**Sequential cells colored by netlist name**

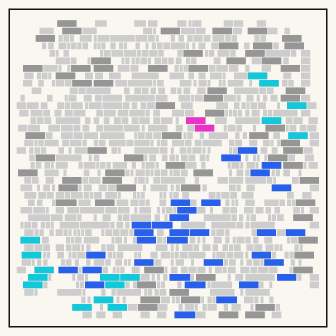
**M3 wires**

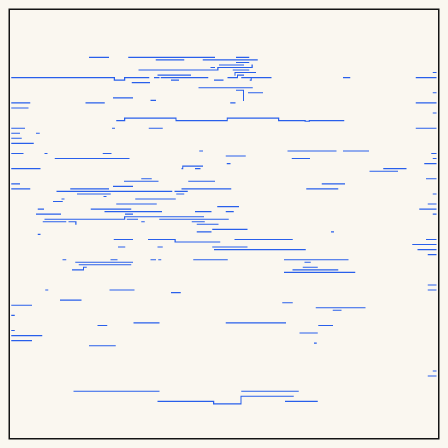
**Congestion heat map**

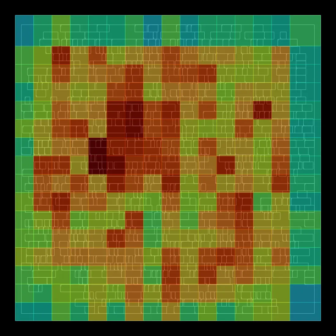
**src/rtl/sine_meas_pkg.sv**
```systemverilog
// Shared types and constants for the sine period / amplitude meter.
package sine_meas_pkg;

  localparam int unsigned DATA_W_DEF     = 16;
  localparam int unsigned CNT_W_DEF      = 32;
  localparam int unsigned CLK_HZ         = 10_000_000;
  localparam int unsigned HYST_DEF       = 256;
  // Signal is declared lost after 100 ms without a complete period.
  localparam int unsigned MAX_PERIOD_DEF = CLK_HZ / 10;

  typedef enum logic [1:0] {
    ST_INIT,
    ST_ARMED,
    ST_RUN,
    ST_RUN_NEG
  } meas_state_e;

  // Last region the signal was seen in outside the hysteresis band.
  typedef enum logic [1:0] {
    REG_NONE,
    REG_BELOW,
    REG_ABOVE
  } region_e;

endpackage

```
**src/rtl/sine_period_meter_if.sv**
```systemverilog
// Sample stream in, measurement results out.
interface sine_period_meter_if #(
  parameter int unsigned DATA_W = sine_meas_pkg::DATA_W_DEF,
  parameter int unsigned CNT_W  = sine_meas_pkg::CNT_W_DEF
);

  logic                     sample_en;
  logic signed [DATA_W-1:0] sin_val;
  logic [CNT_W-1:0]         period;
  logic [DATA_W-1:0]        amplitude;
  logic                     meas_valid;
  logic                     lost;

  modport master (
    output sample_en, sin_val,
    input  period, amplitude, meas_valid, lost
  );

  modport slave (
    input  sample_en, sin_val,
    output period, amplitude, meas_valid, lost
  );

endinterface

```
**src/rtl/sine_xing_det.sv**
```systemverilog
// Hysteresis crossing detector. The region history is registered; the
// crossing pulses are decoded against the live sample so the meter can act
// in the same cycle the crossing sample is presented.
module sine_xing_det #(
  parameter int unsigned DATA_W = sine_meas_pkg::DATA_W_DEF,
  parameter int unsigned HYST   = sine_meas_pkg::HYST_DEF
) (
  input  logic                     clk,
  input  logic                     reset,
  input  logic                     sample_en,
  input  logic signed [DATA_W-1:0] sin_val,
  output logic                     rise_x,
  output logic                     fall_x,
  output logic                     below
);

  import sine_meas_pkg::*;

  localparam logic signed [DATA_W-1:0] POS_TH = DATA_W'(HYST);
  localparam logic signed [DATA_W-1:0] NEG_TH = -POS_TH;

  region_e region;
  logic    above;

  assign above  = sample_en && (sin_val > POS_TH);
  assign below  = sample_en && (sin_val < NEG_TH);
  assign rise_x = above && (region == REG_BELOW);
  assign fall_x = below && (region == REG_ABOVE);

  // Remember the last out-of-band region; in-band samples leave it alone.
  always_ff @(posedge clk) begin
    if (reset) begin
      region <= REG_NONE;
    end else if (above) begin
      region <= REG_ABOVE;
    end else if (below) begin
      region <= REG_BELOW;
    end
  end

endmodule

```
**src/rtl/sine_period_meter.sv**
```systemverilog
// Measures period (clk cycles between rising crossings) and peak amplitude
// of a signed sample stream; flags loss of signal after MAX_PERIOD cycles.
module sine_period_meter
  import sine_meas_pkg::*;
#(
  parameter int unsigned DATA_W     = DATA_W_DEF,
  parameter int unsigned CNT_W      = CNT_W_DEF,
  parameter int unsigned HYST       = HYST_DEF,
  parameter int unsigned MAX_PERIOD = MAX_PERIOD_DEF
) (
  input logic                clk,
  input logic                reset,
  sine_period_meter_if.slave bus
);

  localparam logic [CNT_W-1:0]         MAX_CNT  = CNT_W'(MAX_PERIOD);
  localparam logic signed [DATA_W-1:0] MOST_NEG = {1'b1, {(DATA_W-1){1'b0}}};
  localparam logic signed [DATA_W-1:0] MOST_POS = {1'b0, {(DATA_W-1){1'b1}}};

  meas_state_e              state;
  logic [CNT_W-1:0]         cnt;
  logic [CNT_W-1:0]         cnt_inc;
  logic                     timeout;
  logic signed [DATA_W-1:0] mx;
  logic signed [DATA_W-1:0] mn;
  logic signed [DATA_W-1:0] smp;
  logic                     smp_en;
  logic [DATA_W:0]          swing;
  logic [DATA_W-1:0]        half_swing;
  logic                     rise_x;
  logic                     fall_x;
  logic                     below;
  logic [CNT_W-1:0]         meas_period;
  logic [DATA_W-1:0]        meas_amp;
  logic                     valid_pulse;
  logic                     lost_flag;

  assign smp    = bus.sin_val;
  assign smp_en = bus.sample_en;

  assign bus.period     = meas_period;
  assign bus.amplitude  = meas_amp;
  assign bus.meas_valid = valid_pulse;
  assign bus.lost       = lost_flag;

  sine_xing_det #(
    .DATA_W (DATA_W),
    .HYST   (HYST)
  ) u_xing (
    .clk       (clk),
    .reset     (reset),
    .sample_en (smp_en),
    .sin_val   (smp),
    .rise_x    (rise_x),
    .fall_x    (fall_x),
    .below     (below)
  );

  // cnt_inc is the distance from the last crossing to the current sample.
  always_comb begin
    cnt_inc = (cnt >= MAX_CNT) ? MAX_CNT : cnt + CNT_W'(1);
    timeout = (cnt_inc >= MAX_CNT);
  end

  // Swing in one extra bit so a full-scale signal cannot wrap.
  always_comb begin
    swing      = {mx[DATA_W-1], mx} - {mn[DATA_W-1], mn};
    half_swing = swing[DATA_W:1];
  end

  // Measurement FSM with period counter, peak trackers and result registers.
  always_ff @(posedge clk) begin
    if (reset) begin
      state       <= ST_INIT;
      cnt         <= '0;
      mx          <= MOST_NEG;
      mn          <= MOST_POS;
      meas_period <= '0;
      meas_amp    <= '0;
      valid_pulse <= 1'b0;
      lost_flag   <= 1'b0;
    end else begin
      valid_pulse <= 1'b0;
      cnt         <= cnt_inc;
      case (state)
        ST_INIT: begin
          if (below) begin
            state <= ST_ARMED;
          end
        end
        ST_ARMED: begin
          if (rise_x) begin
            cnt   <= '0;
            mx    <= smp;
            mn    <= smp;
            state <= ST_RUN;
          end
        end
        ST_RUN: begin
          if (smp_en) begin
            if (smp > mx) mx <= smp;
            if (smp < mn) mn <= smp;
          end
          if (timeout) begin
            lost_flag <= 1'b1;
            mx        <= MOST_NEG;
            mn        <= MOST_POS;
            state     <= ST_INIT;
          end else if (fall_x) begin
            state <= ST_RUN_NEG;
          end
        end
        ST_RUN_NEG: begin
          if (rise_x) begin
            // A crossing in the timeout cycle still completes the period.
            meas_period <= cnt_inc;
            meas_amp    <= half_swing;
            valid_pulse <= 1'b1;
            lost_flag   <= 1'b0;
            cnt         <= '0;
            mx          <= smp;
            mn          <= smp;
            state       <= ST_RUN;
          end else if (timeout) begin
            lost_flag <= 1'b1;
            mx        <= MOST_NEG;
            mn        <= MOST_POS;
            state     <= ST_INIT;
          end else if (smp_en) begin
            if (smp > mx) mx <= smp;
            if (smp < mn) mn <= smp;
          end
        end
        default: begin
          state <= ST_INIT;
        end
      endcase
    end
  end

endmodule
```
**src/flat_wrapper.sv**
```systemverilog
// flat-port wrapper written by rule: the top's interface ports become plain ports
module sine_period_meter_flat import sine_meas_pkg::*;
#(
  parameter int unsigned DATA_W     = DATA_W_DEF,
  parameter int unsigned CNT_W      = CNT_W_DEF,
  parameter int unsigned HYST       = HYST_DEF,
  parameter int unsigned MAX_PERIOD = MAX_PERIOD_DEF
)
  (clk, reset, bus_sample_en, bus_sin_val, bus_period, bus_amplitude, bus_meas_valid, bus_lost);
  sine_period_meter_if #(.DATA_W(DATA_W), .CNT_W(CNT_W)) bus_i ();
  input logic clk;
  input logic reset;
  input wire logic [$bits(bus_i.sample_en)-1:0] bus_sample_en;
  input wire logic [$bits(bus_i.sin_val)-1:0] bus_sin_val;
  output wire logic [$bits(bus_i.period)-1:0] bus_period;
  output wire logic [$bits(bus_i.amplitude)-1:0] bus_amplitude;
  output wire logic [$bits(bus_i.meas_valid)-1:0] bus_meas_valid;
  output wire logic [$bits(bus_i.lost)-1:0] bus_lost;
  assign bus_i.sample_en = bus_sample_en;
  assign bus_i.sin_val = bus_sin_val;
  assign bus_period = bus_i.period;
  assign bus_amplitude = bus_i.amplitude;
  assign bus_meas_valid = bus_i.meas_valid;
  assign bus_lost = bus_i.lost;
  sine_period_meter #(.DATA_W(DATA_W), .CNT_W(CNT_W), .HYST(HYST), .MAX_PERIOD(MAX_PERIOD)) u_core (.clk(clk), .reset(reset), .bus(bus_i));
endmodule
```
**config.mk**
```make
export PLATFORM = sky130hd
export DESIGN_NAME = sine_period_meter_flat
export DESIGN_NICKNAME = d
export VERILOG_FILES = /design/src/rtl/sine_meas_pkg.sv /design/src/rtl/sine_period_meter_if.sv /design/src/rtl/sine_xing_det.sv /design/src/rtl/sine_period_meter.sv /design/src/flat_wrapper.sv
export SDC_FILE = /design/constraint.sdc
export NUM_CORES = 1
export LEC_CHECK = 0
export CORE_MARGIN = 2
export CORE_UTILIZATION = 50
export CTS_CLUSTER_SIZE = 20
export DETAILED_ROUTE_END_ITERATION = 6
export GPL_ROUTABILITY_DRIVEN = 1
export PLACE_DENSITY = 0.75
export REMOVE_ABC_BUFFERS = 1
export SLEW_MARGIN = 20
export SYNTH_ARGS = -nofsm -noshare
export SYNTH_HDL_FRONTEND = slang
export SYNTH_SLANG_ARGS = --single-unit
```
**constraint.sdc**
```tcl
create_clock -name clk -period 2.81 [get_ports clk]
set_input_delay 0.562 -clock clk [delete_from_list [all_inputs] [get_ports clk]]
set_output_delay 0.562 -clock clk [all_outputs]
set_load 0.01 [all_outputs]
```
==> impl_metrics.ini <==
; yosys + openroad results
[outcome]
outcome = finished clean

[floorplan]
fp.dieArea_sq_um = 13240
rows = 40
area_of_the_core_region_sq_um = 12010
core_utilization_before_placement_pct = 51.36
dieWidth_um = 115.1
die-height_um = 115.1

[route]
routedWlPerCell_um = 18.35
route.vias.total = 6125
met2WireLength_um = 9254
routed_wl_um = 18780
via_per_inst = 5.987
drt_pre_antenna_iters = 5
routed-wl-met3_um = 1087

[sta]
finalClockPeriodUsage_pct = 98.07
clock-skew-final_ns = 0.008208
max-slew-margin-rel_pct = 53.03
fin_crit_ns = 2.756
worstMarginPinSlew_ns = 0.7039
final.setup.tns_ns = 0
maximum_clock_frequency_mhz = 362.9

[logic_synthesis]
ys_seq_elements = 118
synth_top_area_share_pct = 38.29
largest_cells_by_area = dfxtp_1 38%, ha_1 9.7%, nor2_1 4.4%
netlist_top_cells_count = 118 x dfxtp_1, 73 x nor2_1, 57 x inv_1
yosysWarnings = 0
synth_dominant_cell_count = dfxtp_1
chip_area_line_of_the_yosys_report_sq_um = 6170
synthesis.area_sq_um = 6170
syn_area_per_cell_sq_um = 8.593
yosys_cells = 718
post_synth_tally_of_flip_flops_with_integrated_enable = 0
ys.flop_type = dfxtp_1
synthDominantAreaCellType = dfxtp_1
ys_seq_share_pct = 38.29

[critical_path]
r2r-end = u_core.state[0]
r2r_setup_slack_ns = 0.09
critPathMaxFanout = 3
crit_path_start_kind = primary input
regToRegStartpoint = u_core.cnt[3]
criticalPathCategory = in2reg
worst_setup_end_kind = flip-flop
r2r.worst_path.cells = 10
cp.arrival_ns = 3.08

[clock_network]
cts_max_level = 4
max-clock-path-buffers = 2
cts_tree = built
clock_tree.root_cell = clkbuf_16
clkTransAtPathRegs_ns = 0.06

[global_routing]
grt_pass1_wl_um = 29120
gr-usage-all-layers_pct = 28.28
grt_antenna_before_repair = 0
number_of_global_route_vias_before_repair = 5997

[power_and_ir_drop]
power.total_mw = 4.185
power.static_leakage_nw = 3.495
p_per_area_nw_per_um2 = 490.4

[placed_design]
placement.io_buffers = 68
routability_driven_placement_congestion_ratio = 0.9056

[cells_and_area]
fill_cells = 951
syn2layout_area_growth_pct = 38.31
nets = 933
diodes = 0
final_cell_count_no_fill = 1023
stdcell_area_sq_um = 8533

[flow_run]
stage_log_warnings = 27
cap_viol_max_count = 0

[hold_path]
min_path_cells = 2
Back to the opening pictures, 'sequential cells colored by netlist name':
cyan -> u_core.bus.amplitude  # flops 16, where widely spread
blue -> u_core.cnt  # flops 32
magenta -> u_core.u_xing.region  # flops 2
not colored = 68

Back to the opening pictures, 'M3 wires':
nets with wire on the layer = 112
longest straight run = 30.8 um
share of all routed wire = 5.8%
main direction = horizontal

Back to the opening pictures, 'congestion heat map':
global routing met2 resource utilization: 47.80%
met1 Resource Use GR: 33.54%
Top Usage Layer GRT: met2
Util after Layout: 71.04%

[power by group]
part	internal, mW	switching [mW]	leakage [nW]
clock	1.42	0.762	0.287
combinational	0.129	0.166	2.25
sequential	1.69	0.0144	0.962
[sequential cells by signal, indices dropped and copies added (netlist names)]
signal / cells
u_core.u_xing.region: 2
u_core.bus.period: 32
u_core.mx: 16
u_core.bus.lost: 1
u_core.state: 2
u_core.cnt: 32
u_core.bus.amplitude: 16
u_core.mn: 16
u_core.bus.meas_valid: 1
[metal layers]
metal | up-vias | global-route usage (%)
met2 | 254 | 47.80
met4 | 0 | 14.70
met1 | 2933 | 33.54
met3 | 50 | 6.537
li1 | 2888 | -
met5 | - | 0
[cell usage in the layout (no fill, tap or decap), types with 4 or more instances in the layout]
cell             Yosys  final
a211oi_1            12     10
a21o_1               5      5
a21oi_1             54     52
a22o_1              16     16
a311oi_2             0     11
and2_1              14     13
and3_1              10     10
buf_12               0      6
buf_4                0     71
clkbuf_16            0     17
clkdlybuf4s50_1      0     65
clkinv_2             0      5
conb_1               1     12
dfxtp_1            118    111
dfxtp_2              0      7
ha_1                48     45
inv_1               57     57
nand2_1             38     38
nand3_1             21     18
nand4_1             14     14
nor2_1              73     72
nor2b_1              9      8
nor3_1              25     23
nor3b_1              4      4
nor4_1               9      9
o211ai_1             9      9
o21a_1               7      7
o21ai_0             15     13
o22ai_1             28     26
xnor2_1             17     17
xor2_1               9      9
[timing repair]
action / in CTS / in global routing
pin swaps: 1 / 23
cloned: 0 / 3
setup endpoints to repair: 16 / 37
gates resized: 3 / 63
setup buffers: 2 / 2
[final cells by class]
cell class                      instances  area, sq um  share of cell area (%)
Timing Repair Buffer                  147         1356                   15.89
Sequential cell                       118         2371                   27.79
Clock buffer                           20        456.7                   5.352
Tap cell                              147        183.9                   2.155
Clock inverter                         10        130.1                   1.525
Multi-Input combinational cell        524         3821                   44.78
Inverter                               57        214.0                   2.507
[worst max-delay path: stages]
cell             delay (ns)
clkdlybuf4s50_1        0.48
ha_1                   0.37
nand4_1                0.24
a211oi_2               0.31
o21a_1                 0.14
o211ai_1               0.11
or3b_4                 0.41
or2_0                  0.22
a31o_1                 0.22
[how the worst max path moves through the flow]
stage,from,to,slack [ns],depth (start not counted)
6_report,bus_sin_val[15],u_core.mx[15],0.05,9
5_1_grt,u_core.cnt[8],u_core.state[0],-0.02,10
4_1_cts,bus_sin_val[9],u_core.mn[1],0.007,11
3_5_place_dp,bus_sin_val[9],u_core.mn[1],-0.46,11
3_3_place_gp,bus_sin_val[5],u_core.mn[14],-0.35,11
2_1_floorplan,bus_sin_val[1],u_core.bus.amplitude[13],-0.02,6
[cell families after synthesis]
| group | synth area share, % |
|---|---|
| mux | 0.3448 |
| compound gates | 20.87 |
| other cells | 0.06078 |
| simple gates | 20.46 |
| fa+ha+maj | 10.06 |
| xor+xnor | 4.137 |
| flops | 38.29 |
| buf+inv | 5.780 |
[through the flow]
step	setup slack, ns	hold WS [ns]
final	0.05421	0.4514
after detailed placement	-0.4646	0.4446
after global routing	-0.02143	0.4727
after floorplan	-0.01611	0.4484
after CTS	0.007181	0.4556
after global placement	-0.3547	0.4367
Power and IR drop assume default switching activity.
